### Metal 1, run 1

Supply wires on this layer in grey.
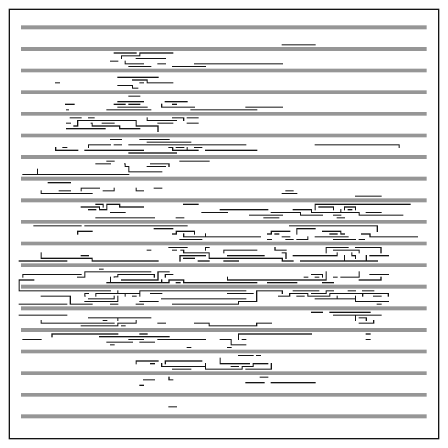
### Metal 2, run 1

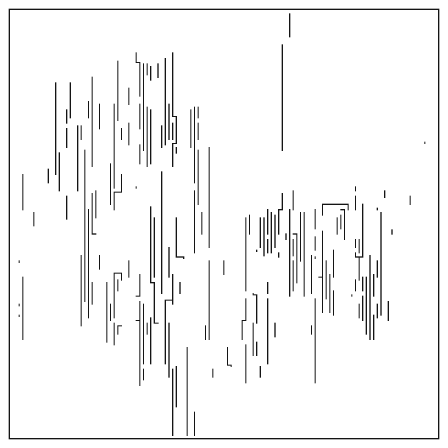
### M3 wires, run 1

Scale bar: 20 um. Cells faint in the background.
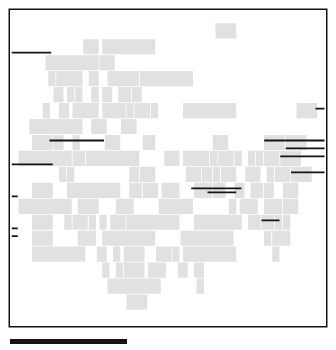
--- src/rtl/rr_arbiter_4_pkg.sv ---
// Shared constants and state encoding for the 4-requester round-robin arbiter.
package arb_pkg;
    localparam int unsigned N_REQ = 4;
    localparam int unsigned IDX_W = 2;

    typedef enum logic {
        IDLE  = 1'b0,
        GRANT = 1'b1
    } state_t;
endpackage

--- src/rtl/rr_arbiter_4_if.sv ---
// Request/grant bundle between the requesters (master) and the arbiter (slave).
interface rr_arbiter_4_if;
    import arb_pkg::*;

    logic [N_REQ-1:0] req;
    logic [N_REQ-1:0] gnt;
    logic [IDX_W-1:0] gnt_idx;
    logic             gnt_valid;
    logic             timeout;

    modport master (output req, input gnt, input gnt_idx, input gnt_valid, input timeout);
    modport slave  (input req, output gnt, output gnt_idx, output gnt_valid, output timeout);
endinterface

--- src/rtl/rr_arbiter_4_pick4.sv ---
// Rotating-priority 4-to-2 encoder: the first set request at or after ptr wins.
module rr_pick4
    import arb_pkg::*;
(
    input  logic [N_REQ-1:0] req,
    input  logic [IDX_W-1:0] ptr,
    output logic [IDX_W-1:0] idx,
    output logic             any
);
    logic [N_REQ-1:0] rot;
    logic [IDX_W-1:0] off;

    always_comb begin
        rot = '0;
        off = '0;
        // Bit i of rot is request (ptr + i) mod 4; truncation to IDX_W does the wrap.
        for (int unsigned i = 0; i < N_REQ; i++) begin
            rot[i] = req[IDX_W'(i + 32'(ptr))];
        end
        for (int unsigned i = N_REQ; i > 0; i--) begin
            if (rot[i-1]) off = IDX_W'(i - 1);
        end
        any = |req;
        idx = off + ptr;
    end
endmodule

--- src/rtl/rr_arbiter_4.sv ---
// Round-robin arbiter for four requesters with registered one-hot grant
// and a per-tenure hold limit.
module rr_arbiter_4
    import arb_pkg::*;
#(
    parameter int unsigned MAX_HOLD = 8
) (
    input  logic           clk,
    input  logic           rst_n,
    rr_arbiter_4_if.slave  bus
);
    localparam int unsigned     HC_W   = (MAX_HOLD > 0) ? $clog2(MAX_HOLD + 1) : 1;
    localparam logic [HC_W-1:0] HC_MAX = HC_W'(MAX_HOLD);

    state_t           state_q, state_d;
    logic [IDX_W-1:0] ptr_q, ptr_d;
    logic [HC_W-1:0]  hc_q, hc_d;
    logic [N_REQ-1:0] gnt_q, gnt_d;
    logic [IDX_W-1:0] idx_q, idx_d;
    logic             valid_q, valid_d;
    logic             to_q, to_d;

    logic [IDX_W-1:0] pick_idx;
    logic             pick_any;

    rr_pick4 u_pick (
        .req (bus.req),
        .ptr (ptr_q),
        .idx (pick_idx),
        .any (pick_any)
    );

    always_ff @(posedge clk or negedge rst_n) begin
        if (!rst_n) begin
            state_q <= IDLE;
            ptr_q   <= '0;
            hc_q    <= '0;
            gnt_q   <= '0;
            idx_q   <= '0;
            valid_q <= 1'b0;
            to_q    <= 1'b0;
        end else begin
            state_q <= state_d;
            ptr_q   <= ptr_d;
            hc_q    <= hc_d;
            gnt_q   <= gnt_d;
            idx_q   <= idx_d;
            valid_q <= valid_d;
            to_q    <= to_d;
        end
    end

    always_comb begin
        state_d = state_q;
        ptr_d   = ptr_q;
        hc_d    = hc_q;
        gnt_d   = gnt_q;
        idx_d   = idx_q;
        valid_d = valid_q;
        to_d    = 1'b0;
        unique case (state_q)
            IDLE: begin
                gnt_d   = '0;
                idx_d   = '0;
                valid_d = 1'b0;
                if (pick_any) begin
                    gnt_d   = N_REQ'(1) << pick_idx;
                    idx_d   = pick_idx;
                    valid_d = 1'b1;
                    hc_d    = HC_W'(1);
                    state_d = GRANT;
                end
            end
            GRANT: begin
                // Either way the tenure ends, the owner drops to lowest priority.
                if (!bus.req[idx_q] || ((MAX_HOLD != 0) && (hc_q == HC_MAX))) begin
                    to_d    = bus.req[idx_q];
                    gnt_d   = '0;
                    idx_d   = '0;
                    valid_d = 1'b0;
                    ptr_d   = idx_q + IDX_W'(1);
                    state_d = IDLE;
                end else if (hc_q != '1) begin
                    hc_d = hc_q + HC_W'(1);
                end
            end
            default: state_d = IDLE;
        endcase
    end

    assign bus.gnt       = gnt_q;
    assign bus.gnt_idx   = idx_q;
    assign bus.gnt_valid = valid_q;
    assign bus.timeout   = to_q;
endmodule
--- src/flat_wrapper.sv ---
// flat-port wrapper written by rule: the top's interface ports become plain ports
module rr_arbiter_4_flat import arb_pkg::*;
#(
    parameter int unsigned MAX_HOLD = 8
)
  (clk, rst_n, bus_req, bus_gnt, bus_gnt_idx, bus_gnt_valid, bus_timeout);
  rr_arbiter_4_if bus_i ();
  input  logic clk;
  input  logic rst_n;
  input wire logic [$bits(bus_i.req)-1:0] bus_req;
  output wire logic [$bits(bus_i.gnt)-1:0] bus_gnt;
  output wire logic [$bits(bus_i.gnt_idx)-1:0] bus_gnt_idx;
  output wire logic [$bits(bus_i.gnt_valid)-1:0] bus_gnt_valid;
  output wire logic [$bits(bus_i.timeout)-1:0] bus_timeout;
  assign bus_i.req = bus_req;
  assign bus_gnt = bus_i.gnt;
  assign bus_gnt_idx = bus_i.gnt_idx;
  assign bus_gnt_valid = bus_i.gnt_valid;
  assign bus_timeout = bus_i.timeout;
  rr_arbiter_4 #(.MAX_HOLD(MAX_HOLD)) u_core (.clk(clk), .rst_n(rst_n), .bus(bus_i));
endmodule
--- config.mk ---
export PLATFORM = sky130hd
export DESIGN_NAME = rr_arbiter_4_flat
export DESIGN_NICKNAME = d
export VERILOG_FILES = /design/src/rtl/rr_arbiter_4_pkg.sv /design/src/rtl/rr_arbiter_4_if.sv /design/src/rtl/rr_arbiter_4_pick4.sv /design/src/rtl/rr_arbiter_4.sv /design/src/flat_wrapper.sv
export SDC_FILE = /design/constraint.sdc
export NUM_CORES = 1
export LEC_CHECK = 0
export ABC_CLOCK_PERIOD_IN_PS = 2800
export CAP_MARGIN = 10
export CORE_UTILIZATION = 32
export DETAILED_ROUTE_END_ITERATION = 10
export PLACE_DENSITY_LB_ADDON = 0.3
export SYNTH_ARGS = -nofsm -noshare
export SYNTH_HDL_FRONTEND = slang
export SYNTH_SLANG_ARGS = --single-unit
--- constraint.sdc ---
create_clock -name clk -period 2.8 [get_ports clk]
set_clock_uncertainty 0.2 [all_clocks]
set_input_delay 0.56 -clock clk [delete_from_list [all_inputs] [get_ports clk]]
set_output_delay 0.56 -clock clk [all_outputs]
set_load 0.01 [all_outputs]
==> flow_summary.ini, run 1 <==
; flow metrics
[synth]
synth_warnings = 0
synth-simple-area-share_pct = 20.8
syn-num-nets = 102
ys_area_um2 = 861
adder_share_pct = 4.36
topCellsByArea = dfrtp_1 44%, nor2_1 6.5%, ha_1 4.4%
async_reset_ff_share_pct = 100
syn_area_per_cell_um2 = 9.26
netlist_instances = 93
top_area_cell = dfrtp_1
ff_type = dfrtp_1
top_area_share_pct = 43.6
ys_sh_xor_pct = 3.05
yosys_cells = 93
ys_sh_mux_pct = 3.92
logic_family = simple AND/OR/NAND/NOR gates
ys_sh_aoi_pct = 19.0
ys.flops = 15
edf_count = 0
synth_seq_share_pct = 43.6
synth.distinct_cells = 35
synthesis.area_um2 = 861

[clocking]
postCtsHoldBufs = 0
cts-root-buf = clkbuf_4
cts_buffers = 3
clkTransAtPathRegs_ns = 0.08
htreeDepth = 1
post_cts.repair.setup_buffers = 0
cts_max_path_buffers = 2
clk_latency_ns = 0.28
clock_sinks = 15
cts.repair.resized = 0
cts_tree = built

[setup_path]
cp_max_fo = 5
slowest_stage = clkdlybuf4s50_1
r2r_start = u_core.ptr_q[0]
cp_cell_sequence = clkdlybuf4s50_1, nor2_1, a211oi_1, a21oi_1, a211o_1, ha_1, xor2_1, xnor2_2, a32o_1
cp-end-kind = flop
reg2regPathDepth = 8
start_kind = input port
worst-r2r-setup-slack_ns = 0.43
reg2reg_to = u_core.bus.gnt[3]
critPathLaunch = bus_req[1]
crit_required_ns = 2.77
cp.arrival_ns = 2.57
critPathMaxStageDelay_ns = 0.55
endpoint = u_core.bus.gnt[3]
path_class = input port to flop

[flow_run]
cap_violations = 0
tool_warnings = 27

[timing]
hold_violations = 0
worst-slew-pin-transition_ns = 0.698
rsz0062_at_grt = no
setup_viol = 0
final_max_slew_viol_count = 0
whs_ns = 0.286
min_period_ns = 2.60
slew_headroom_pct = 53.3
period_used_pct = 92.7
fmax_mhz = 385

[grt]
grt_pass1_wl_um = 2990
grt_antenna_before_repair = 0
track_usage_pct = 14.3
grt_pass1_vias = 697
grt_overflow = 0
busiest_layer = met2
grt_max_degree = 16

[route]
viasPerCell = 5.14
wl_met2_um = 714
first_iter_violations = 25
firstDrtPassIters = 4
topRoutingLayerUsed = met4
wire_per_inst_um = 11.6
drc_errors = 0
ant_nets = 0
wl_met1_um = 884
routed-wl-met3_um = 69

[outcome]
status = complete, no violations

[pwr]
vdd_drop_max_uv = 538
p_switching_uw = 432
p_leak_uw = 0.000498
power_frac_clock_pct = 11.5
internal_power_uw = 632
total_power_uw = 1060
power.density_mw_per_mm2 = 960
pwr-share-seq_pct = 36.4
switching_share_pct = 40.6
p_comb_share_pct = 52.1

[layout]
lay_top_cells = 15 x nor2_1, 15 x dfrtp_1, 13 x clkdlybuf4s50_1, 10 x buf_4, 9 x nand2_1
synthToLayoutAreaGrowth_pct = 28.6
diodes = 0
final_net_count = 125
fillCellCount = 243
drive_above_1_share_pct = 15.7

[hold_path]
whs_path_depth = 2
worstHoldStart = u_core.bus.gnt[1]
hp-class = flop to flop
hold_end = u_core.bus.gnt[1]

[floorplan]
fp_util_pct = 34.4
fp.dieH_um = 53.9
die_width_um = 53.9
core_mm2 = 0.00250
rows = 18
dieArea_mm2 = 0.00290
ios = 14

[placement]
io_buffer_count = 13
hpwlAfterDp_um = 1220
gp_routability_congestion = 0.780
-- 'Metal 1' (at the start) --
main direction: horizontal
wire length on this layer: 885 um
GRT met1 Usage: 20.6%
Final Routed Wirelength: 1680 um
DR vias: 745

-- 'Metal 2' (at the start) --
wire length on this layer: 714 um
share of all routed wire: 42%
nets with wire on the layer: 99
longest straight run: 19.0 um
main direction: vertical
routing usage on met2: 21.0%

-- 'M3 wires' (at the start) --
main direction: horizontal
nets with wire on the layer: 13
share of all routed wire: 4.2%
wire length on this layer: 70.0 um
met3 Usage GRT: 1.98%

[run 1: power by group through the flow]
stage	logic (uW)	clock network, uW	registers [uW]
detailed placement	530	0	391
finish	555	122	387
global route	629	135	404
CTS	536	127	387
global placement	526	0	390
floorplan	375	0	379
[run 1: layout make-up]
| type | instances | area (um^2) | area share [%] |
|---|---|---|---|
| clock buffer | 4 | 26.3 | 2.37 |
| inverter | 4 | 15.0 | 1.36 |
| multi-input combinational | 69 | 448 | 40.5 |
| sequential | 15 | 375 | 33.9 |
| tap | 30 | 37.5 | 3.39 |
| timing repair buffer | 23 | 205 | 18.5 |
[run 1: stage by stage]
| stage | worst slack, ns | utilization, % | cells | setup TNS (ns) | cell area [um^2] |
|---|---|---|---|---|---|
| 2_1_floorplan | 0.417 | - | 93 | 0 | 861 |
| 3_3_place_gp | -0.0764 | 42.9 | 141 | -0.282 | 1070 |
| 3_5_place_dp | -0.0879 | 42.9 | 141 | -0.328 | 1070 |
| 4_1_cts | 0.180 | 44.0 | 145 | 0 | 1100 |
| 5_1_grt | 0.0158 | 44.3 | 145 | 0 | 1110 |
| 6_report | 0.204 | 44.3 | 145 | 0 | 1110 |
[run 1: cells in the mapped netlist (3+ instances only)]
cell type	number
ha_1	3
dfrtp_1	15
nand3_1	4
inv_1	4
a21oi_1	5
nor2_1	15
nand2_1	9
[run 1: critical path, delay by kind of cell]
family / cells / cell delay, ns
AOI/OAI and AO/OA: 4 / 0.83
xor gates and xnor gates: 2 / 0.35
adders and majority gates: 1 / 0.19
buffers and inverters: 1 / 0.55
and+or+nand+nor: 1 / 0.07
[run 1: flip-flops by register name, summed over array words and instances (netlist names)]
register,count
u_core.bus.gnt,4
u_core.hc_q,4
u_core.bus.gnt_idx,2
u_core.ptr_q,2
u_core.bus.gnt_valid,1
u_core.bus.timeout,1
u_core.state_q,1
--- run 2 (diff from run 1) ---
--- a/config.mk
+++ b/config.mk
@@ -7,9 +7,10 @@
 export LEC_CHECK = 0
 export ABC_CLOCK_PERIOD_IN_PS = 2800
 export CAP_MARGIN = 10
-export CORE_UTILIZATION = 32
+export CORE_UTILIZATION = 51
 export DETAILED_ROUTE_END_ITERATION = 10
-export PLACE_DENSITY_LB_ADDON = 0.3
+export PLACE_DENSITY = 0.73
+export REMOVE_ABC_BUFFERS = 1
 export SYNTH_ARGS = -nofsm -noshare
 export SYNTH_HDL_FRONTEND = slang
 export SYNTH_SLANG_ARGS = --single-unit
==> run 2 against run 1 <==
Compared with the run above: flip-flop count did not move; critical path depth did not move; total power fell by 0.45%; largest power group unchanged; highest routed layer unchanged.
==> flow_summary.ini, run 2 <==
; flow metrics
[timing]
final_max_slew_viol_count = 0
slew_headroom_pct = 55.4
period_used_pct = 93.8
fmax_mhz = 381

[hold_path]
hp-class = flop to flop
worstHoldStart = u_core.bus.gnt[0]
hold_end = u_core.bus.gnt[0]

[layout]
seq_share_pct = 35.2
comb_area_um2 = 440
drive_above_1_share_pct = 13.3
dominant-cell-class = multi-input combinational cells
final_net_count = 123
logic_gates = 69
seq_area_um2 = 375
diodes = 0
fillCellCount = 132
comb-cell-share_pct = 41.3
buffers = 21
nNonClkInverters = 4
buffer_area_share_pct = 17.8

[synth]
top_area_share_pct = 43.6
syn_area_per_cell_um2 = 9.26
synth_seq_share_pct = 43.6
top_area_cell = dfrtp_1
synth.distinct_cells = 35
yosys_cells = 93
edf_count = 0
ys_area_um2 = 861
netlist_instances = 93
yosys-top-cells-count = 15 x dfrtp_1, 15 x nor2_1, 9 x nand2_1
synthesis.area_um2 = 861

[clocking]
clk_latency_ns = 0.28
cts.repair.resized = 0
clock_sinks = 15
cts_max_path_buffers = 2

[grt]
grt_max_degree = 16
grt_overflow = 0
grt_antenna_before_repair = 0
track_usage_pct = 22.2
grt_pass1_vias = 688

[setup_path]
critPathLaunch = bus_req[2]
r2r_start = u_core.ptr_q[0]
start_kind = input port
crit_required_ns = 2.82

[pwr]
vdd_drop_max_uv = 661
p_comb_share_pct = 51.6
p_leak_uw = 0.000482
power_frac_clock_pct = 11.5
pwr-share-seq_pct = 36.9
p_switching_uw = 440
power.density_mw_per_mm2 = 992

[outcome]
status = complete, no violations

[route]
drc_errors = 0
firstDrtPassIters = 4
first_iter_violations = 14
ant_nets = 0
topRoutingLayerUsed = met4

[placement]
hpwlAfterDp_um = 1350

[floorplan]
die_width_um = 43.1
ios = 14
dieArea_mm2 = 0.00186
==> run 2: cell counts after synthesis <==
Identical to the previous run, type by type.
==> run 2: through the flow <==
step | cell area, um^2 | total power (uW) | worst slack [ns] | hold WS, ns
2_1_floorplan | 831 | 738 | 0.569 | 0.0644
3_3_place_gp | 1040 | 907 | -0.0218 | 0.263
3_5_place_dp | 1040 | 931 | -0.0926 | 0.264
4_1_cts | 1070 | 1060 | 0.202 | 0.295
5_1_grt | 1070 | 1140 | 0.0558 | 0.317
6_report | 1070 | 1060 | 0.173 | 0.295
==> run 2: how the worst max path moves through the flow <==
| stage | end | slack (ns) | cells past startpoint |
|---|---|---|---|
| finish | u_core.bus.gnt[3] | 0.17 | 9 |
| global route | u_core.bus.gnt[1] | 0.06 | 10 |
| CTS | u_core.bus.gnt[3] | 0.20 | 9 |
| detailed placement | u_core.bus.gnt[1] | -0.09 | 10 |
| global placement | u_core.bus.gnt[1] | -0.02 | 9 |
| floorplan | u_core.bus.gnt[3] | 0.57 | 9 |
==> run 2: power groups by stage <==
stage	registers [uW]	clock network (uW)	logic, uW
final	391	121	546
after floorplan	389	0	349
after global routing	404	133	602
after CTS	389	128	544
after global placement	389	0	518
after detailed placement	392	0	539
==> run 2: logic make-up (layout without fill, tap and decap cells) <==
kind of cell / after synthesis / after routing / synth area share, %
buffers and inverters: 9 / 29 / 5.23
adders and majority gates: 3 / 3 / 4.36
muxes: 2 / 2 / 3.92
AOI/OAI and AO/OA: 22 / 22 / 19.0
xor gates and xnor gates: 3 / 3 / 3.05
DFF: 15 / 15 / 43.6
and+or+nand+nor: 39 / 39 / 20.8
==> run 2: per-layer routing <==
layer	track usage (%)	vias up
met4	10.9	0
met2	37.3	13
li1	-	370
met1	27.2	365
met3	3.83	2
met5	0	-
### Metal 1, run 2

Supply wires on this layer in grey.
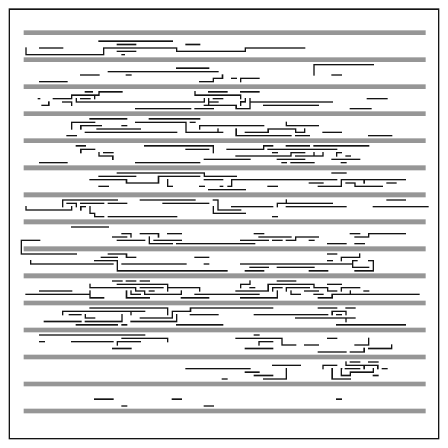
share of all routed wire: 45%
nets with wire on the layer: 108
GRT met1 Usage: 27.2%
Final Routed Wirelength: 1810 um
DR vias: 750

### Clock wiring as the flow saved it, run 2

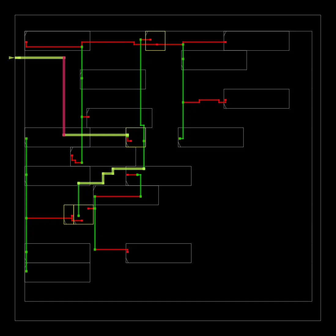
clk pwr: 121 uW
CTS Buf Count: 3
Clock Buffer Count: 4

No activity file was given, so power comes from the tool's default toggle rates.
